==> config.mk <==
export PLATFORM = sky130hd
export DESIGN_NAME = ahb_lite_mem_slave
export DESIGN_NICKNAME = d
export VERILOG_FILES = /design/src/rtl/ahb_lite_mem_slave.sv
export SDC_FILE = /design/constraint.sdc
export NUM_CORES = 2
export LEC_CHECK = 0
export ABC_AREA = 1
export CAP_MARGIN = 15
export CORE_ASPECT_RATIO = 1.75
export CORE_UTILIZATION = 55
export DETAILED_ROUTE_END_ITERATION = 16
export HOLD_SLACK_MARGIN = 0.15
export PLACE_DENSITY_LB_ADDON = 0.1
export SLEW_MARGIN = 20
export SYNTH_ARGS = -nofsm -noshare
export SYNTH_HDL_FRONTEND = slang
export SYNTH_SLANG_ARGS = --single-unit
==> constraint.sdc <==
create_clock -name clk -period 62.4 [get_ports clk]
set_input_delay 9.36 -clock clk [delete_from_list [all_inputs] [get_ports clk]]
set_output_delay 9.36 -clock clk [all_outputs]
set_load 0.05 [all_outputs]
==> src/rtl/ahb_lite_mem_slave.sv <==
// AHB-Lite memory slave with pipelined address/data phases, programmable wait states and a two-cycle ERROR response.
// Optional sub-word transfers with byte-lane writes are enabled by defining AHB_MEM_BYTE_STROBE_EN.
module ahb_lite_mem_slave #(
   parameter int DATA_W      = 32,
   parameter int DEPTH       = 64,
   parameter int WAIT_STATES = 0,
   parameter int ADDR_W      = 32
) (
   input  logic              clk,
   input  logic              reset,
   input  logic              hsel,
   input  logic [1:0]        htrans,
   input  logic              hwrite,
   input  logic [ADDR_W-1:0] haddr,
   input  logic [2:0]        hsize,
   input  logic [DATA_W-1:0] hwdata,
   input  logic              hready,
   output logic              hreadyout,
   output logic              hresp,
   output logic [DATA_W-1:0] hrdata
);

   localparam int LSB    = $clog2(DATA_W / 8);
   localparam int IDX_W  = $clog2(DEPTH);
   localparam int NBYTES = DATA_W / 8;
   localparam int TOP    = LSB + IDX_W;

   typedef enum logic [2:0] {IDLE, WAIT, DONE, ERR1, ERR2} state_t;

   state_t            state;
   state_t            state_nxt;
   logic [3:0]        cnt_q;
   logic              wr_q;
   logic [IDX_W-1:0]  idx_q;
   logic [DATA_W-1:0] rdata_q;
   logic [DATA_W-1:0] mem [DEPTH];
   logic              can_accept;
   logic              accept;
   logic              out_of_range;
   logic              size_err;
   logic              addr_err;
   logic              wr_done;
   logic              rd_done;

   // Handshake: an address phase transfers on a rising edge where hsel && hready && htrans[1]
   // while this slave is not stalling; the data phase completes on the edge where hreadyout=1.
   assign can_accept = (state == IDLE) || (state == DONE) || (state == ERR2);
   assign accept     = can_accept && hsel && hready && htrans[1];

   generate
      if (ADDR_W > TOP) begin : g_range
         assign out_of_range = |haddr[ADDR_W-1:TOP];
      end else begin : g_norange
         assign out_of_range = 1'b0;
      end
   endgenerate

`ifdef AHB_MEM_BYTE_STROBE_EN
   logic [LSB-1:0]    off;
   logic [LSB-1:0]    size_mask;
   logic [NBYTES-1:0] lane_d;
   logic [NBYTES-1:0] lane_q;

   // A lane is written when it falls in the same naturally aligned block as the address.
   always_comb begin
      off       = haddr[LSB-1:0];
      size_mask = LSB'((32'd1 << hsize) - 32'd1);
      size_err  = (hsize > 3'(LSB)) || ((off & size_mask) != '0);
      lane_d    = '0;
      for (int b = 0; b < NBYTES; b++) begin
         lane_d[b] = ((LSB'(b) >> hsize) == (off >> hsize));
      end
   end
`else
   logic unused_ok;

   assign unused_ok = ^haddr[LSB-1:0];
   assign size_err  = (hsize != 3'(LSB));
`endif

   assign addr_err = out_of_range || size_err;
   assign wr_done  = (state == DONE) && wr_q;
   assign rd_done  = (state == DONE) && !wr_q;
   assign hrdata   = rd_done ? mem[idx_q] : rdata_q;

   always_comb begin
      state_nxt = state;
      hreadyout = 1'b1;
      hresp     = 1'b0;
      case (state)
         IDLE, DONE, ERR2: begin
            hresp = (state == ERR2);
            if (accept) begin
               if (addr_err)             state_nxt = ERR1;
               else if (WAIT_STATES > 0) state_nxt = WAIT;
               else                      state_nxt = DONE;
            end else begin
               state_nxt = IDLE;
            end
         end
         WAIT: begin
            hreadyout = 1'b0;
            if (cnt_q == 4'd1) state_nxt = DONE;
         end
         ERR1: begin
            hreadyout = 1'b0;
            hresp     = 1'b1;
            state_nxt = ERR2;
         end
         default: state_nxt = IDLE;
      endcase
   end

   always_ff @(posedge clk or posedge reset) begin
      if (reset) begin
         state   <= IDLE;
         cnt_q   <= '0;
         wr_q    <= 1'b0;
         idx_q   <= '0;
         rdata_q <= '0;
`ifdef AHB_MEM_BYTE_STROBE_EN
         lane_q  <= '0;
`endif
      end else begin
         state <= state_nxt;
         if (accept) begin
            wr_q  <= hwrite;
            idx_q <= haddr[LSB +: IDX_W];
            cnt_q <= 4'(WAIT_STATES);
`ifdef AHB_MEM_BYTE_STROBE_EN
            lane_q <= lane_d;
`endif
         end else if (state == WAIT) begin
            cnt_q <= cnt_q - 4'd1;
         end
         if (rd_done) rdata_q <= mem[idx_q];
      end
   end

   // Reset reloads the identity pattern, so an aborted write never leaves partial data.
   always_ff @(posedge clk or posedge reset) begin
      if (reset) begin
         for (int i = 0; i < DEPTH; i++) mem[i] <= DATA_W'(i);
      end else if (wr_done) begin
`ifdef AHB_MEM_BYTE_STROBE_EN
         for (int b = 0; b < NBYTES; b++) begin
            if (lane_q[b]) mem[idx_q][8*b +: 8] <= hwdata[8*b +: 8];
         end
`else
         mem[idx_q] <= hwdata;
`endif
      end
   end

endmodule

==> flow_summary.ini <==
; synthesis and place-and-route metrics
[outcome]
status = finished, final reports clean

[pwr]
power_frac_seq_pct = 37.6
pwr-share-comb_pct = 40.0
leakage_nw = 59.5
pg_clk_mw = 1.20
p_int_mw = 3.16
pwr-share-clk_pct = 22.4
p_seq_mw = 2.01
total_power_mw = 5.35
p_per_area_nw_per_um2 = 50.5
ir_drop_mv = 0.0495

[critical_path]
critPathCaptureType = primary output
cpPeakStageDelay_ps = 850
path_class = reg2out
r2r_end = rdata_q[22]$_DFF_PP0_
cp.arrival_ps = 7340
ff2ff_path_depth = 16
r2r_start = idx_q[0]$_DFFE_PP0N_
worstSetupStartpointType = flop
cp_num_cells = 17
cp_data_required_time_ps = 53040
endpoint = hrdata[22]
cp.buffers_inverters = 7
ff2ff_setup_slack_ps = 56660
crit_path_frequent_cell = nand2_1
cpMaxStageDelayCell = buf_4
worstPathCellList = inv_8 -> buf_4 -> buf_12 -> buf_12 -> nand2_1 -> nand2_1 -> nand2_1 -> nand2_1 -> nand2_1 -> nand2_1 -> nand2_1 -> nand2_1 -> inv_1 -> nand3_1 -> nand2_1 -> inv_1 -> clkdlybuf4s50_1
cp_top_family = buffers and inverters

[final_timing]
finalClockPeriodUsage_pct = 26.8
worstMarginPinSlew_ps = 1150
finalSetupViolations = 0
hold_viol_final = 0
finalSetupTns_ps = 0
fmax_ghz = 0.0599
hold_ws_ps = 476
fin_worst_skew_ps = 39.8
timing.final.crit_period_ps = 16700

[final_layout]
nNetsFinal = 12900
flops = 2094
largest_class = sequential cells
drive_gt1_share_pct = 5.72
logic_gate_count = 10100
logic_area_um2 = 41000
buf_share_pct = 2.28
buffers_excl_clock = 259
antenna_cells = 4
nClkBuffers = 312
nFillCells = 16300
inverters = 164
regArea_um2 = 52700
layout_top_cells = 7783 x nand2_1, 1950 x o21ai_0, 1899 x dfrtp_1, 199 x clkbuf_16, 192 x dfstp_2
layout_top_cell = nand2_1

[floorplanning]
fp_util_pct = 55.4
pin_count = 108
die-width_um = 321
die_y_um = 560

[yosys]
mux_share_pct = 0
yosysMostFrequentCell = nand2_1
ys_sh_simple_pct = 30.9
synthTopCellsByCount = 7831 x nand2_1, 1950 x o21ai_0, 1902 x dfrtp_1
synthAoiAreaFrac_pct = 10.7
synthTopLogicFamily = simple AND/OR/NAND/NOR gates
synthArstFlopShare_pct = 100
ys.flop_type = dfrtp_1
top_area_cell = dfrtp_1
synth_stat.cells = 13400
top_area_share_pct = 48.6
ys_ff = 2094
xor_share_pct = 0
ys_area_um2 = 97900
synth_warnings = 0
netlist_instances = 13400

[clock_tree]
cts_made_buffers = 197
htreeDepth = 4
cts.sinks = 2094
clk_path_buf_depth = 4
clock-root-buffer = clkbuf_16
hold_buffers = 0
insertion_delay_ps = 870
clkSlewWorstSetupHoldPaths_ps = 60
cts_resized = 0

[min_path]
hold_path_class = reg2reg
min_to = mem[866]$_DFFE_PP1P_
min_from = mem[866]$_DFFE_PP1P_
hold_depth = 2

[drt]
drc = 0
vias_per_cell = 5.53
first_pass_iters = 6
dr.first_iter.drc_count = 8299
ant_nets = 0

[run]
warnings = 79
cap_violations = 0

[grt]
grt_antenna_before_repair = 8
grt_pass1_wl_mm = 463
grt_max_degree = 182
grt_pass1_vias = 81700
overflow = 0

[placement]
portBuffers = 104
dpl.hpwl_mm = 159
layer usage:
metal | GRT usage (%) | vias to the layer above | wire [um]
met5 | 0 | - | 33
met4 | 12.4 | 4 | 11400
met3 | 4.71 | 628 | 21800
met2 | 56.9 | 3077 | 143000
met1 | 41.7 | 40700 | 118000
li1 | - | 40300 | -
per-stage QoR:
stage,worst slack (ps),utilization [%],cell area (um2)
after floorplan,24120,-,97900
after global placement,46500,56.4,99600
after detailed placement,46350,56.4,99600
after CTS,45880,60.0,106000
after global routing,45530,60.0,106000
final,45700,60.0,106000
state kept, by name, indices dropped and copies added (netlist names):
| name | count |
|---|---|
| cnt_q | 4 |
| mem | 2048 |
| state | 3 |
| wr_q | 1 |
| idx_q | 6 |
| rdata_q | 32 |
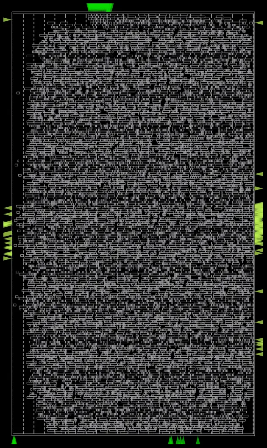
*Placed standard cells*
Cell Count, Final, Fillers Out: 15.3k
post-layout util: 60.0%
Tap Cells: 2369
row count: 204

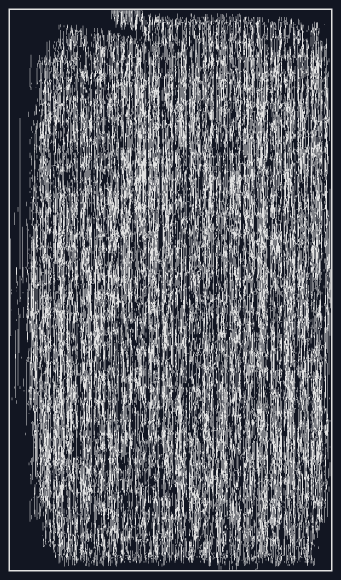
*M2 wires*
Drawn at 1 px/um.
The longest straight run is 151 um. The wires run mostly vertical. The layer carries 143 mm of wire. 8981 nets have wire on it. The layer holds 49% of the routed length.
global-route met2 utilization: 56.9%
Via Count: 84.8k
final WL: 294 mm

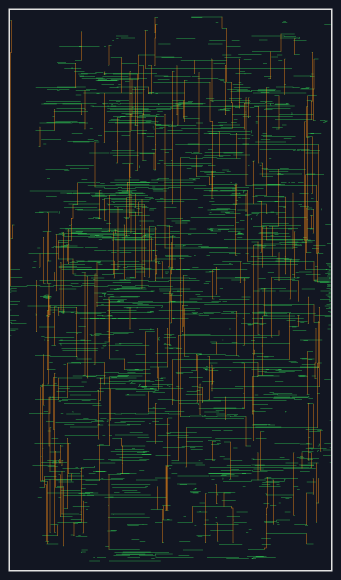
*Routed metal, one colour a layer*
Drawn at 1 px/um. Two of the layers only.
Green shows M3, wire length 21.8 mm. Orange shows M4, wire length 11400 um.
GRT Util Overall: 32.9%
wire per inst: 19.2 um

Power and IR drop assume default switching activity.
